`config.mk`:
```
export PLATFORM = sky130hd
export DESIGN_NAME = decodificador_sequencial_flat
export DESIGN_NICKNAME = d
export VERILOG_FILES = /design/src/rtl/decodificador_sequencial_if.sv /design/src/rtl/decodificador_sequencial.sv /design/src/flat_wrapper.sv
export SDC_FILE = /design/constraint.sdc
export NUM_CORES = 1
export LEC_CHECK = 0
export ABC_CLOCK_PERIOD_IN_PS = 3550
export CORE_MARGIN = 2
export CORE_UTILIZATION = 49
export CTS_CLUSTER_SIZE = 28
export DETAILED_ROUTE_END_ITERATION = 16
export PLACE_DENSITY = 0.83
export SYNTH_ARGS = -nofsm -noshare
export SYNTH_HDL_FRONTEND = slang
export SYNTH_SLANG_ARGS = --single-unit
```
`constraint.sdc`:
```
create_clock -name clock -period 3.55 [get_ports clock]
set_input_delay 0.5325 -clock clock [delete_from_list [all_inputs] [get_ports clock]]
set_output_delay 0.5325 -clock clock [all_outputs]
set_load 0.01 [all_outputs]
```
`src/rtl/decodificador_sequencial_if.sv`:
```
// decodificador_sequencial_if: control/status bundle between a sequencer client and the decoder
interface decodificador_sequencial_if #(
   parameter int LARGURA = 3
);
   localparam int SAIDAS = 2 ** LARGURA;
   logic [LARGURA-1:0] entrada;
   logic [LARGURA-1:0] limite;
   logic               carrega;
   logic               avanca;
   logic               para;
   logic [SAIDAS-1:0]  saida;
   logic [LARGURA-1:0] indice;
   logic               ativo;
   logic               fim;
   modport master (
      output entrada, limite, carrega, avanca, para,
      input  saida, indice, ativo, fim
   );
   modport slave (
      input  entrada, limite, carrega, avanca, para,
      output saida, indice, ativo, fim
   );
endinterface

```
`src/rtl/decodificador_sequencial.sv`:
```
// decodificador_sequencial: registered N-to-2^N one-hot decoder with wrap-at-limit step sequencer
// Define DECODIFICADOR_ATIVO_BAIXO_EN for an active-low saida (idle/reset value all ones).
module decodificador_sequencial #(
   parameter int LARGURA = 3
) (
   input  logic                       clock,
   input  logic                       resetn,
   decodificador_sequencial_if.slave  bus
);
   localparam int SAIDAS = 2 ** LARGURA;
`ifdef DECODIFICADOR_ATIVO_BAIXO_EN
   localparam logic [SAIDAS-1:0] MASCARA = '1;
`else
   localparam logic [SAIDAS-1:0] MASCARA = '0;
`endif
   typedef enum logic {OCIOSO, ATIVO} estado_t;
   estado_t            estado;
   logic [LARGURA-1:0] indice;
   logic [SAIDAS-1:0]  saida;
   logic               fim;
   // polarity is folded in here so both builds share the same register stage and latency
   function automatic logic [SAIDAS-1:0] decodifica(input logic [LARGURA-1:0] i, input logic liga);
      logic [SAIDAS-1:0] v;
      v = liga ? (SAIDAS'(1) << i) : '0;
      return v ^ MASCARA;
   endfunction
   // state, index and outputs all update together; saida is decoded from the next index
   always_ff @(posedge clock) begin
      if (!resetn) begin
         estado <= OCIOSO;
         indice <= '0;
         saida  <= decodifica('0, 1'b0);
         fim    <= 1'b0;
      end else begin
         fim <= 1'b0;
         if (bus.para) begin
            estado <= OCIOSO;
            indice <= '0;
            saida  <= decodifica('0, 1'b0);
         end else if (bus.carrega) begin
            estado <= ATIVO;
            indice <= bus.entrada;
            saida  <= decodifica(bus.entrada, 1'b1);
         end else if (estado == ATIVO && bus.avanca) begin
            if (indice >= bus.limite) begin
               indice <= '0;
               saida  <= decodifica('0, 1'b1);
               fim    <= 1'b1;
            end else begin
               indice <= indice + 1'b1;
               saida  <= decodifica(indice + 1'b1, 1'b1);
            end
         end
      end
   end
   assign bus.saida  = saida;
   assign bus.indice = indice;
   assign bus.ativo  = (estado == ATIVO);
   assign bus.fim    = fim;
endmodule
```
`src/flat_wrapper.sv`:
```
// flat-port wrapper written by rule: the top's interface ports become plain ports
module decodificador_sequencial_flat 
#(
   parameter int LARGURA = 3
)
  (clock, resetn, bus_entrada, bus_limite, bus_carrega, bus_avanca, bus_para, bus_saida, bus_indice, bus_ativo, bus_fim);
  decodificador_sequencial_if #(.LARGURA(LARGURA)) bus_i ();
  input  logic clock;
  input  logic resetn;
  input wire logic [$bits(bus_i.entrada)-1:0] bus_entrada;
  input wire logic [$bits(bus_i.limite)-1:0] bus_limite;
  input wire logic [$bits(bus_i.carrega)-1:0] bus_carrega;
  input wire logic [$bits(bus_i.avanca)-1:0] bus_avanca;
  input wire logic [$bits(bus_i.para)-1:0] bus_para;
  output wire logic [$bits(bus_i.saida)-1:0] bus_saida;
  output wire logic [$bits(bus_i.indice)-1:0] bus_indice;
  output wire logic [$bits(bus_i.ativo)-1:0] bus_ativo;
  output wire logic [$bits(bus_i.fim)-1:0] bus_fim;
  assign bus_i.entrada = bus_entrada;
  assign bus_i.limite = bus_limite;
  assign bus_i.carrega = bus_carrega;
  assign bus_i.avanca = bus_avanca;
  assign bus_i.para = bus_para;
  assign bus_saida = bus_i.saida;
  assign bus_indice = bus_i.indice;
  assign bus_ativo = bus_i.ativo;
  assign bus_fim = bus_i.fim;
  decodificador_sequencial #(.LARGURA(LARGURA)) u_core (.clock(clock), .resetn(resetn), .bus(bus_i));
endmodule
```
==> impl_metrics.csv, run 1 <==
group,metric,value,unit
run_status,outcome,"completed",
worst_setup_path,worstPathMaxFanout,12,
cts,cts_tree,"done",
timing,worst_pin_slew,644,ps
worst_hold_path,holdCritPathClass,"reg -> reg",
global_routing,grt_max_degree,17,
floorplanning,fp-utilization,52.6,%
routing,first_pass_iters,4,
routing,wl_per_cell,14.2,um
cts,clk_path_buf_depth,2,
cts,cts_max_level,1,
global_routing,first_global_vias,710,
floorplanning,die_h,44.5,um
yosys,synth_chip_area,802,sq um
placement,dpl_cell_area,1030,sq um
timing,hold_viol_final,0,
finish,logic_area,502,sq um
worst_setup_path,worst_setup_path_end_kind,"flop",
routing,drc,0,
worst_setup_path,start_kind,"primary input",
timing,setup_viol,0,
routing,vias_per_cell,5.88,
timing,fin_crit,2210,ps
floorplanning,rows,14,
cts,post_cts_resized,0,
finish,nNetsFinal,135,
cts,cts_sinks,13,
yosys,fp_nets,110,
cts,cts.clk_slew.worst_paths,80,ps
power,power.total,0.317,mW
global_routing,antenna_found_initial,0,
cts,cts_setup_buffers,0,
timing,max_freq,452,MHz
global_routing,grt-ovfl-total,0,
yosys,syn_inst,91,
floorplanning,die_area,1980,sq um
yosys,synth.top_cell.area_share,32.4,%
routing,drt_iter0_markers,32,
floorplanning,core_area,1520,sq um
yosys,synthesis.area,802,sq um
cts,cts_root_buffer,"clkbuf_4",
placement,place_ws,1070,ps
run,openroad.warnings,30,
yosys,largest_area_cell,"dfxtp_1",
cts,insertion_delay,280,ps
timing,relSlewSlack,56.9,%
yosys,flop_cell,"dfxtp_1",
floorplanning,chipWidth,44.5,um
routing,detail-route-antenna-nets,0,
floorplanning,pin_count,24,
yosys,most_common_cell,"dfxtp_1",
finish,utilization,69.4,%
run,drv_cap,0,
yosys,synth-edff-count,0,
yosys,ys_cells,91,
power,vdd_drop_max,209,uV
finish,layout-drive-gt1-share,7.83,%
power,p_leak,0.385,nW
yosys,ys_seq_share,32.4,%
finish,diodes,0,
finish,n_fill_cell,134,
placement,gp_congestion,0.860,
worst_hold_path,worstHoldStart,"u_core.bus.saida[5]",
worst_setup_path,r2r-start,"u_core.bus.indice[0]",
yosys,ys.flops,13,
timing,period_used_share,62.3,%
yosys,synthArstFlopShare,0,%
finish,regArea,260,sq um
yosys,yosys_warnings,0,
cts,numCtsBuffers,3,
yosys,area_leaders,"dfxtp_1 (32%), ha_1 (12%), nand3_1 (7.5%)",
yosys,synth_cell_types,28,
worst_setup_path,required,3760,ps
cts,cts_hold_buf,0,
timing,tns,0,ps
timing,clock_skew,1.72,ps
timing,final_max_slew_viol_count,0,
worst_setup_path,cp-startpoint,"bus_limite[2]",
placement,dp.final_hpwl,1.37,mm
yosys,syn_area_per_cell,8.81,sq um
timing,rsz0062_at_grt,"false",
worst_setup_path,cp.arrival,2420,ps
placement,io_buffers,23,
power,p_per_area,300,nW/um^2
worst_setup_path,timing_worst_setup_path_type,"in -> reg",
yosys,synthTopCellsByCount,"dfxtp_1 (13), nand3_1 (12), a31oi_1 (8), ha_1 (8)",
global_routing,grt_pass1_wl,3.09,mm
-- run 1: metrics by stage --
stage	hold WS [ps]	cells
6_report	518	131
5_1_grt	572	131
4_1_cts	520	131
3_5_place_dp	506	127
3_3_place_gp	504	127
2_1_floorplan	528	91
-- run 1: power by group --
| part | switching (mW) | total, mW | internal [mW] |
|---|---|---|---|
| Clock | 0.0507 | 0.0944 | 0.0437 |
| Combinational | 0.0350 | 0.0667 | 0.0317 |
| Sequential | 0.00480 | 0.156 | 0.151 |
-- run 1: registers in the layout, indices dropped and copies added, names as in the netlist --
register and count:
u_core.bus.ativo 1, u_core.bus.saida 8, u_core.bus.fim 1, u_core.bus.indice 3
-- run 1: cell families after synthesis --
group	after synthesis	synth area share, %
compound gates	24	19.8
xor+xnor	2	4.52
fa+ha+maj	8	12.5
buf+inv	8	4.99
flops	13	32.4
simple gates	36	25.7
-- run 1: final timing paths --
kind / endpoint / slack [ps] / depth (start not counted)
worst max-delay path: u_core.bus.indice[2] / 1340 / 7
worst min-delay path: u_core.bus.saida[5] / 520 / 2
worst max register to register: u_core.bus.indice[2] / 1470 / 6
worst min register to register: u_core.bus.saida[5] / 520 / 2
-- run 1: final cells by class --
cell class | instances | share of cell area, %
Timing Repair Buffer | 23 | 21.8
Clock buffer | 4 | 2.49
Multi-Input combinational cell | 70 | 47.5
Sequential cell | 13 | 24.6
Tap cell | 16 | 1.89
Inverter | 5 | 1.78
-- run 1: cells in the final DEF (no fill, tap or decap), types with 3 or more instances in the layout --
cell,n
nand2_1,5
nand3_1,12
o21ai_1,3
dfxtp_1,13
inv_1,4
a31oi_1,8
o21ai_0,5
ha_1,8
nor2b_1,4
clkbuf_4,3
nor2_1,5
clkdlybuf4s50_1,23
-- run 1: worst max-delay path, stage by stage --
cell	delay, ps
clkdlybuf4s50_1	450
inv_1	40
ha_1	300
a21o_1	190
a31oi_2	520
nand3_1	170
a31oi_1	210
-- run 1: layer usage --
metal / vias up / wire length [um] / track usage (%)
met4: 0 / 34 / 14.5
met3: 5 / 149 / 4.49
li1: 382 / - / -
met5: - / 0 / 0
met1: 340 / 759 / 26.2
met2: 43 / 916 / 34.7
Run 1, metal 2:
Scale bar: 10 um. Cells faint in the background.
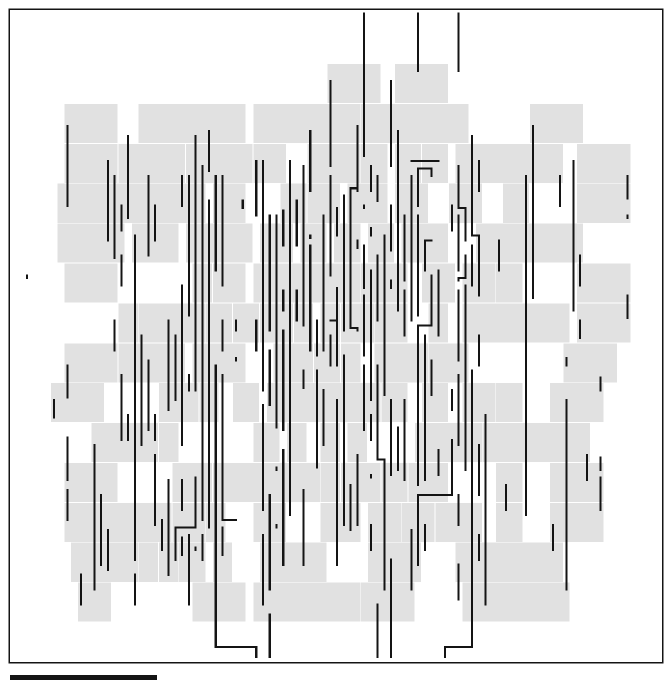
The wires run mostly vertical. 114 nets have wire on it.
DR vias: 770
met2 Use GR: 34.7%
wirelength, routed: 1.86 mm

Run 1, drive-strength map:
Scale bar: 10 um.
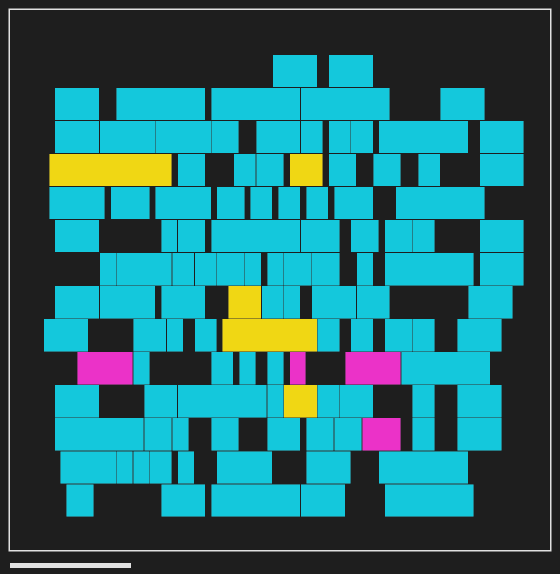
Magenta stands for x2, cells 4, share 3.5%. Yellow stands for x3 and x4, cells 5, share 4.3%. Cyan stands for x1 and smaller, cells 106, share 92%.
fin worst setup slack: 1340 ps
Layout area overhead: 31.8%
Layout Cell Area excl Fill: 1060 sq um
Signal buffers: 23

Run 1, routing congestion map:
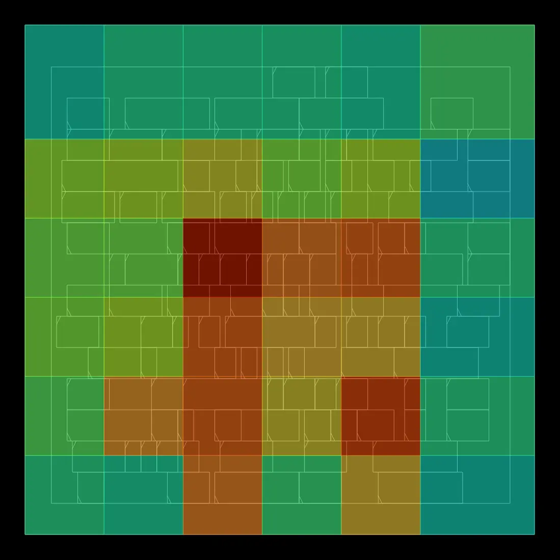
total track usage: 21.8%
busiest grt layer: met2
met3 GRT Util: 4.49%
met1 Resource Use GR: 26.2%

==> inputs of run 2 (changes only) <==
ABC_CLOCK_PERIOD_IN_PS = 1900   (was 3550)
CORE_ASPECT_RATIO = 0.75   (was default)
CORE_UTILIZATION = 41   (was 49)
PLACE_DENSITY = 0.74   (was 0.83)
clock period = 1.9 ns   (was 3.55 ns; I/O delays follow)
Run 2, routed metal, one colour a layer:
Two of the layers only.
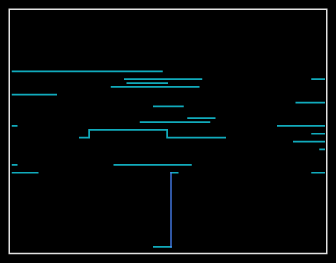
Cyan stands for M3, wire length 167 um. Blue stands for M4, wire length 12.9 um.
WL/cell: 13.3 um
total track usage: 18.9%

==> run 2 against run 1 <==
Effect of this change: sequential share of layout area is 1.2 points lower; flip-flop count stayed put; synthesized cell count stayed put; area after synthesis stayed put; combinational power is 110% higher; clock skew is 1.9 ps higher; setup slack worse by 1100 ps; utilization is 7.3 points lower; total power is 90% higher; critical path type unchanged; critical endpoint is now u_core.bus.saida[3].
==> impl_metrics.csv, run 2 <==
group,metric,value,unit
power,p_leak,0.414,nW
timing,fin_crit,1690,ps
floorplanning,fp-utilization,44.8,%
worst_setup_path,cp-startpoint,"bus_limite[2]",
routing,vias_per_cell,5.52,
cts,cts.clk_slew.worst_paths,80,ps
global_routing,antenna_found_initial,0,
routing,drt_iter0_markers,32,
cts,insertion_delay,280,ps
yosys,synth_cell_types,28,
yosys,largest_area_cell,"dfxtp_1",
routing,drc,0,
finish,stdcell_area,1110,sq um
cts,clk_path_buf_depth,2,
yosys,synthesis.area,802,sq um
yosys,synth.top_cell.area_share,32.4,%
floorplanning,pin_count,24,
cts,cts_sinks,13,
cts,cts_root_buffer,"clkbuf_4",
routing,wl,1.90,mm
yosys,synthMuxAreaShare,0,%
worst_setup_path,worstPathCellList,"clkdlybuf4s50_1, inv_1, ha_1, a21o_1, a31oi_2, buf_4, nand3_1, a31oi_1",
run_status,outcome,"completed",
timing,hold_viol_final,0,
worst_setup_path,start_kind,"primary input",
routing,detail-route-antenna-nets,0,
worst_setup_path,r2r-start,"u_core.bus.indice[0]",
finish,diodes,0,
cts,cts_tree,"done",
finish,syn_to_final_growth,38.4,%
floorplanning,chipWidth,55.1,um
yosys,flop_cell,"dfxtp_1",
floorplanning,core_area,1790,sq um
global_routing,first_global_vias,709,
finish,layout_top_cells,"clkdlybuf4s50_1 (23), dfxtp_1 (13), nand3_1 (12), a31oi_1 (8), ha_1 (8)",
finish,layout-drive-gt1-share,12.4,%
worst_setup_path,r2r_setup_slack,290,ps
yosys,aoi_share,19.8,%
cts,cts_hold_buf,0,
timing,final_max_slew_viol_count,0,
timing,setup_viol,0,
cts,cts_setup_buffers,0,
floorplanning,rows,13,
timing,relSlewSlack,67.0,%
power,p_per_area,542,nW/um^2
worst_setup_path,cp.arrival,1900,ps
worst_setup_path,endpoint,"u_core.bus.saida[3]",
yosys,ys_cells,91,
worst_setup_path,required,2110,ps
finish,nNetsFinal,141,
placement,io_buffers,23,
yosys,syn_inst,91,
timing,clock_skew,3.63,ps
timing,period_used_share,88.8,%
global_routing,grt_max_degree,14,
yosys,synthTopCellsByCount,"dfxtp_1 (13), nand3_1 (12), a31oi_1 (8), ha_1 (8)",
routing,first_pass_iters,4,
timing,worst_pin_slew,494,ps
yosys,synth_chip_area,802,sq um
worst_setup_path,slowest_delay,450,ps
finish,largest_registers,"u_core.bus.saida (8), u_core.bus.indice (3)",
power,vdd_drop_max,387,uV
worst_setup_path,worstPathMaxFanout,11,
cts,post_cts_resized,0,
floorplanning,die_area,2330,sq um
worst_setup_path,timing_worst_setup_path_type,"in -> reg",
worst_setup_path,r2r-end,"u_core.bus.saida[3]",
yosys,xor_share,4.52,%
placement,dpl_cell_area,1080,sq um
yosys,most_common_cell,"dfxtp_1",
global_routing,grt_pass1_wl,3.22,mm
run,openroad.warnings,30,
floorplanning,die_h,42.3,um
worst_setup_path,worst_setup_path_end_kind,"flop",
finish,lay_top_count,"clkdlybuf4s50_1",
yosys,ys_seq_share,32.4,%
yosys,fp_nets,110,
yosys,syn_area_per_cell,8.81,sq um
power,power.total,0.602,mW
yosys,synthArstFlopShare,0,%
finish,top_register,"u_core.bus.saida",
yosys,ys.flops,13,
cts,cts_max_level,1,
global_routing,grt-ovfl-total,0,
yosys,synth-simple-area-share,25.7,%
worst_setup_path,rr_worst_depth,7,
cts,numCtsBuffers,3,
yosys,synth.logic.top_family,"simple AND/OR/NAND/NOR gates",
yosys,synth-edff-count,0,
yosys,yosys.area_share.adder,12.5,%
placement,dp.final_hpwl,1.46,mm
placement,gp_congestion,0.853,
run,drv_cap,0,
timing,max_freq,593,MHz
yosys,yosys_warnings,0,
Run 2, metal 2:
Scale bar: 20 um. Cells faint in the background.
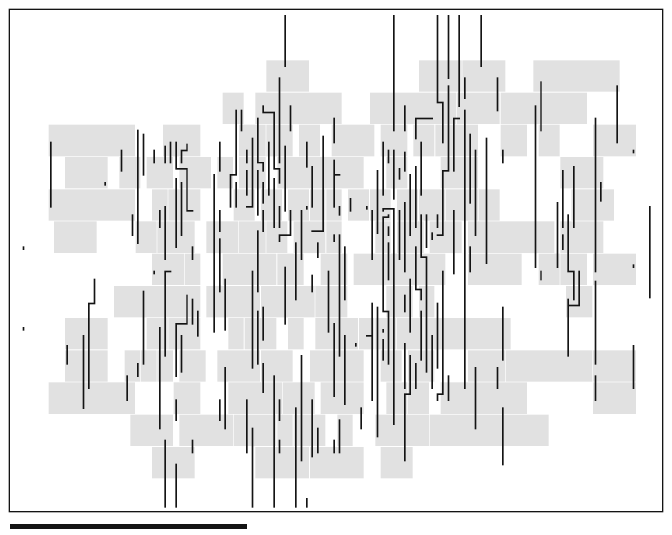
The longest straight run is 23.5 um. 114 nets have wire on it. The wires run mostly vertical.
DR vias: 790
met2 Use GR: 25.5%

## run 2: netlist changes by cell type in the layout (fill, tap and decap cells not counted), sizes merged
cell	previous run	this run
buf	0	6
## run 2: stage by stage
stage               std cells  util [%]  setup WS [ps]  hold WS [ps]  TNS (ps)
finish                    143      62.0            212           526         0
global placement          139      60.6          -51.6           509      -163
CTS                       143      62.0            203           527         0
global route              143      62.0            122           546         0
detailed placement        139      60.6          -72.0           514      -508
floorplan                  91         -            222           443         0
## run 2: worst min-delay path by stage
stage | end | from | cells past startpoint
after floorplan | u_core.bus.indice[2] | bus_entrada[2] | 2
after global placement | u_core.bus.saida[5] | u_core.bus.saida[5] | 2
after detailed placement | u_core.bus.ativo | u_core.bus.ativo | 2
after CTS | u_core.bus.ativo | u_core.bus.ativo | 2
after global routing | u_core.bus.saida[5] | u_core.bus.saida[5] | 2
final | u_core.bus.saida[5] | u_core.bus.saida[5] | 2
## run 2: area by class of cell
| class | count | area [sq um] |
|---|---|---|
| inverters | 5 | 18.8 |
| flip-flops and latches | 13 | 260 |
| clock buffers | 4 | 26.3 |
| fillers | 173 | 679 |
| repair buffers | 29 | 275 |
| multi-input cells | 70 | 502 |
| well taps | 22 | 27.5 |
## run 2: layer usage
metal	GRT usage (%)	vias to the layer above	part of all wire, %
li1	-	392	-
met1	27.5	364	49
met2	25.5	32	41
met3	8.21	2	8.8
met4	3.90	0	0.63
met5	0	-	0
## run 2: cell families after synthesis
logic type                 count (synthesis)
xor gates and xnor gates                   2
and+or+nand+nor                           36
DFF                                       13
adders and majority gates                  8
AOI/OAI and AO/OA                         24
buffers and inverters                      8
## run 2: power breakdown
group / leakage [nW] / internal, mW / switching, mW
Clock: 0.0150 / 0.0815 / 0.0927
Sequential: 0.106 / 0.282 / 0.00636
Combinational: 0.293 / 0.0687 / 0.0705
Total: 0.414 / 0.432 / 0.170
## run 2: worst max-delay path, delay by kind of cell
| kind | cells | cell delay, ps |
|---|---|---|
| AND-OR/OR-AND | 3 | 540 |
| adder cells (fa/ha/maj) | 1 | 280 |
| AND/OR/NAND/NOR | 1 | 100 |
| buffers and inverters | 3 | 700 |
Run 2, routing congestion map:
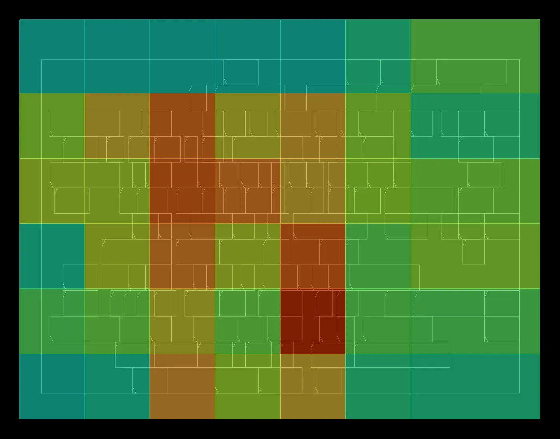

==> inputs of run 3 (changes only) <==
ABC_CLOCK_PERIOD_IN_PS = 1460   (was 1900)
CORE_UTILIZATION = 28   (was 41)
PLACE_DENSITY = default   (was 0.74)
clock period = 1.46 ns   (was 1.9 ns; I/O delays follow)
Run 3, routing congestion map:
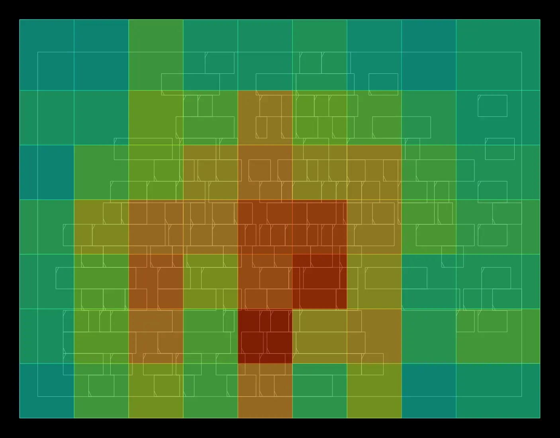
met1 Resource Use GR: 23.4%
met3 GRT Util: 3.81%
WL/cell: 13.8 um
total track usage: 16.5%

Run 3, metal 2:
Scale bar: 20 um. Cells faint in the background.
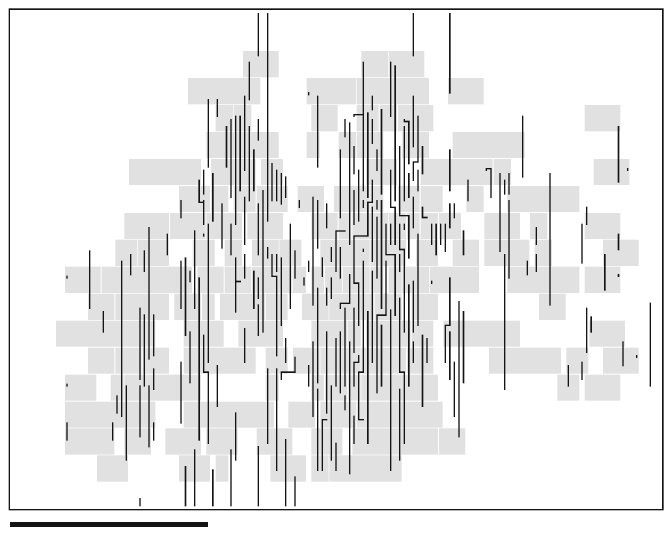
DR vias: 894
met2 Use GR: 23.6%
wirelength, routed: 2.45 mm

==> run 3 against run 2 <==
Effect of this change: clock skew down 1.4 ps; first-iteration DRC count decreased by 9.4%; hold slack improved by 4.3 ps; final cell count is 24% higher; critical path type is now reg -> reg; die size rose by 42%; cell area grew 29%.
==> impl_metrics.csv, run 3 <==
group,metric,value,unit
run_status,outcome,"completed",
placement,place_ws,-348,ps
power,p_leak,0.547,nW
worst_hold_path,holdCritPathClass,"reg -> reg",
global_routing,antenna_found_initial,0,
timing,final_max_slew_viol_count,0,
run,drv_cap,0,
yosys,area_leaders,"dfxtp_1 (32%), ha_1 (12%), nand3_1 (7.5%)",
routing,first_pass_iters,4,
timing,tns,0,ps
finish,syn_to_final_growth,78.8,%
timing,max_freq,688,MHz
yosys,syn_area_per_cell,8.81,sq um
yosys,ys.flops,13,
placement,io_buffers,23,
routing,drc,0,
run,openroad.warnings,32,
finish,top_register,"u_core.bus.saida",
yosys,yosys_warnings,0,
timing,setup_viol,0,
timing,worst_slack,6.19,ps
timing,fin_crit,1450,ps
yosys,flop_cell,"dfxtp_1",
global_routing,first_global_vias,858,
yosys,synthArstFlopShare,0,%
routing,detail-route-antenna-nets,0,
global_routing,grt-ovfl-total,0,
yosys,largest_area_cell,"dfxtp_1",
finish,utilization,53.9,%
yosys,syn_inst,91,
worst_setup_path,cp.arrival,1620,ps
finish,layout-drive-gt1-share,39.0,%
floorplanning,pin_count,24,
finish,largest_registers,"u_core.bus.saida (8), u_core.bus.indice (3)",
finish,fin_cells,177,
worst_setup_path,worst_setup_path_end_kind,"flop",
floorplanning,core_area,2660,sq um
finish,diodes,0,
timing,clock_skew,2.26,ps
floorplanning,chipWidth,65.8,um
finish,nNetsFinal,161,
yosys,ys_cells,91,
global_routing,grt_max_degree,14,
global_routing,grt_pass1_wl,4.09,mm
yosys,fp_nets,110,
cts,cts_max_level,1,
yosys,most_common_cell,"dfxtp_1",
timing,hold_ws,531,ps
yosys,synth_chip_area,802,sq um
floorplanning,fp-utilization,30.1,%
yosys,synthTopCellsByCount,"dfxtp_1 (13), nand3_1 (12), a31oi_1 (8), ha_1 (8)",
power,p_per_area,665,nW/um^2
placement,dp.cells,169,
yosys,synth.top_cell.area_share,32.4,%
worst_setup_path,timing_worst_setup_path_type,"reg -> reg",
cts,cts.clk_slew.worst_paths,50,ps
power,vdd_drop_max,243,uV
routing,vias_per_cell,5.05,
yosys,synth-edff-count,0,
finish,largest_reg_flops,8,
worst_setup_path,required,1630,ps
finish,layout_top_cells,"buf_4 (22), clkdlybuf4s50_1 (18), dfxtp_1 (10), nand3_2 (7), a31oi_1 (7)",
placement,gp_congestion,0.854,
floorplanning,die_area,3310,sq um
finish,stdcell_area,1430,sq um
routing,drt_iter0_markers,29,
worst_setup_path,worstPathCellList,"ha_4, a21o_1, a31oi_4, buf_6, nand3_2, a31oi_2",
timing,relSlewSlack,80.6,%
placement,dp.final_hpwl,1.71,mm
finish,lay_top_count,"buf_4",
yosys,ys_seq_share,32.4,%
power,power.total,0.953,mW
worst_setup_path,slowest_delay,350,ps
timing,rsz0062_at_grt,"true",
worst_setup_path,start_kind,"flop",
cts,cts_tree,"done",
worst_setup_path,worstPathMaxFanout,6,
yosys,synth_cell_types,28,
global_routing,grt-busiest-layer,"met2",
yosys,synthesis.area,802,sq um
cts,clk_path_buf_depth,2,
worst_setup_path,slowest_stage,"dfxtp_4",
timing,hold_viol_final,0,
cts,numCtsBuffers,3,
cts,cts_sinks,13,
floorplanning,die_h,50.4,um
placement,dpl_cell_area,1270,sq um
timing,period_used_share,99.6,%
cts,cts_root_buffer,"clkbuf_8",
floorplanning,rows,16,
==> run 3: netlist changes by cell type in the layout (fill, tap and decap cells not counted), sizes merged <==
cell,previous run,this run
buf,6,26
clkdlybuf4s50,23,18
dlygate4sd2,0,5
==> run 3: logic make-up after synthesis <==
logic type,Yosys count,share of synthesized area [%]
adders and majority gates,8,12.5
AOI/OAI and AO/OA,24,19.8
and+or+nand+nor,36,25.7
buffers and inverters,8,4.99
xor gates and xnor gates,2,4.52
DFF,13,32.4
==> run 3: repair_timing <==
action,in CTS,in global routing
hold buffers,0,0
cloned,1,0
endpoints found under the hold margin,0,0
setup endpoints to repair,14,12
pin swaps,18,11
gates resized,18,8
buffers inserted,2,3
==> run 3: worst paths after layout <==
check / start / endpoint / slack, ps / cells after the start
min reg2reg: u_core.bus.saida[0] / u_core.bus.saida[0] / 530 / 2
max: u_core.bus.indice[2] / u_core.bus.saida[7] / 6 / 6
max reg2reg: u_core.bus.indice[2] / u_core.bus.saida[7] / 6 / 6
min: u_core.bus.saida[0] / u_core.bus.saida[0] / 530 / 2
==> run 3: cell type report <==
class	count	area (sq um)
fillers	245	1230
multi-input cells	70	611
repair buffers	49	443
flip-flops and latches	13	269
clock buffers	4	45.0
well taps	36	45.0
inverters	5	21.3
==> run 3: metal layers <==
metal  wire length, um  up-vias  part of all wire (%)
li1                  -      432                     -
met1              1190      432                    49
met2              1090       21                    44
met3               109        9                   4.5
met4                63        0                   2.6
met5                 0        -                     0
==> run 3: power breakdown <==
part,internal [mW],switching [mW]
combinational,0.136,0.122
sequential,0.366,0.0108
clock,0.193,0.125
total,0.695,0.258
==> run 3: critical path: cells and delay by family, from the launching register on <==
family	cells	cell delay, ps
AND-OR/OR-AND	3	570
adder cells (fa/ha/maj)	1	210
flip-flops	1	350
buffers and inverters	1	170
AND/OR/NAND/NOR	1	80

## Gallery

M1 wires.
Plate I
Scale bar: 20 um. Supply wires on this layer in grey. Cells faint in the background.
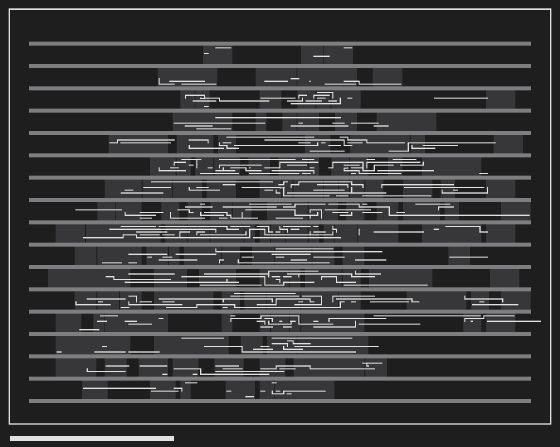
Plate II
Scale bar: 20 um. Supply wires on this layer in grey. Cells faint in the background.
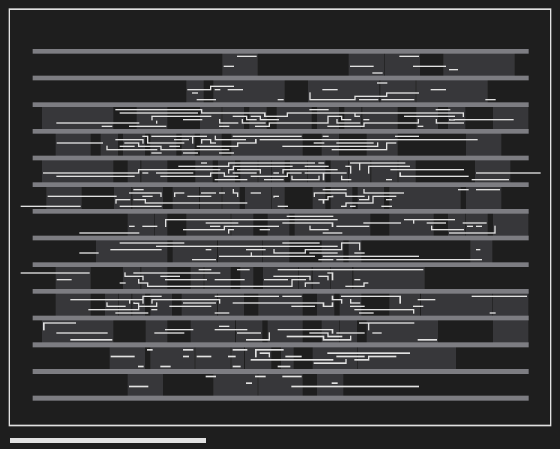
Plate III
Scale bar: 10 um. Supply wires on this layer in grey. Cells faint in the background.
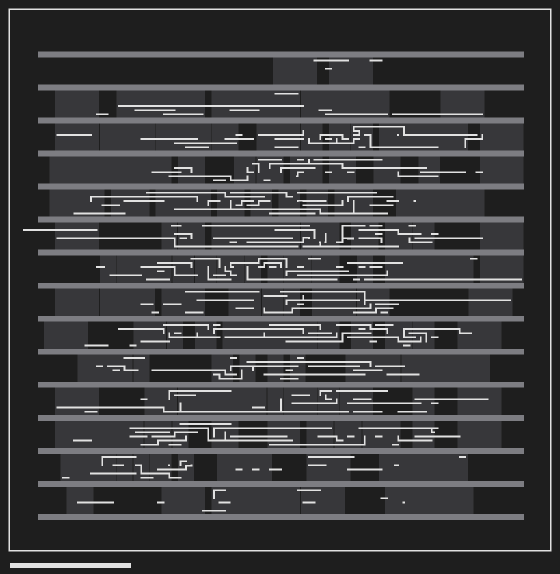
For run 3, see Plate I.
For run 2, see Plate II.
For run 1, see Plate III.

Key to Plate II:
122 nets have wire on it. The layer holds 49% of the routed length. The layer carries 936 um of wire. The longest straight run is 22.1 um.

No activity file was given, so power comes from the tool's default toggle rates.
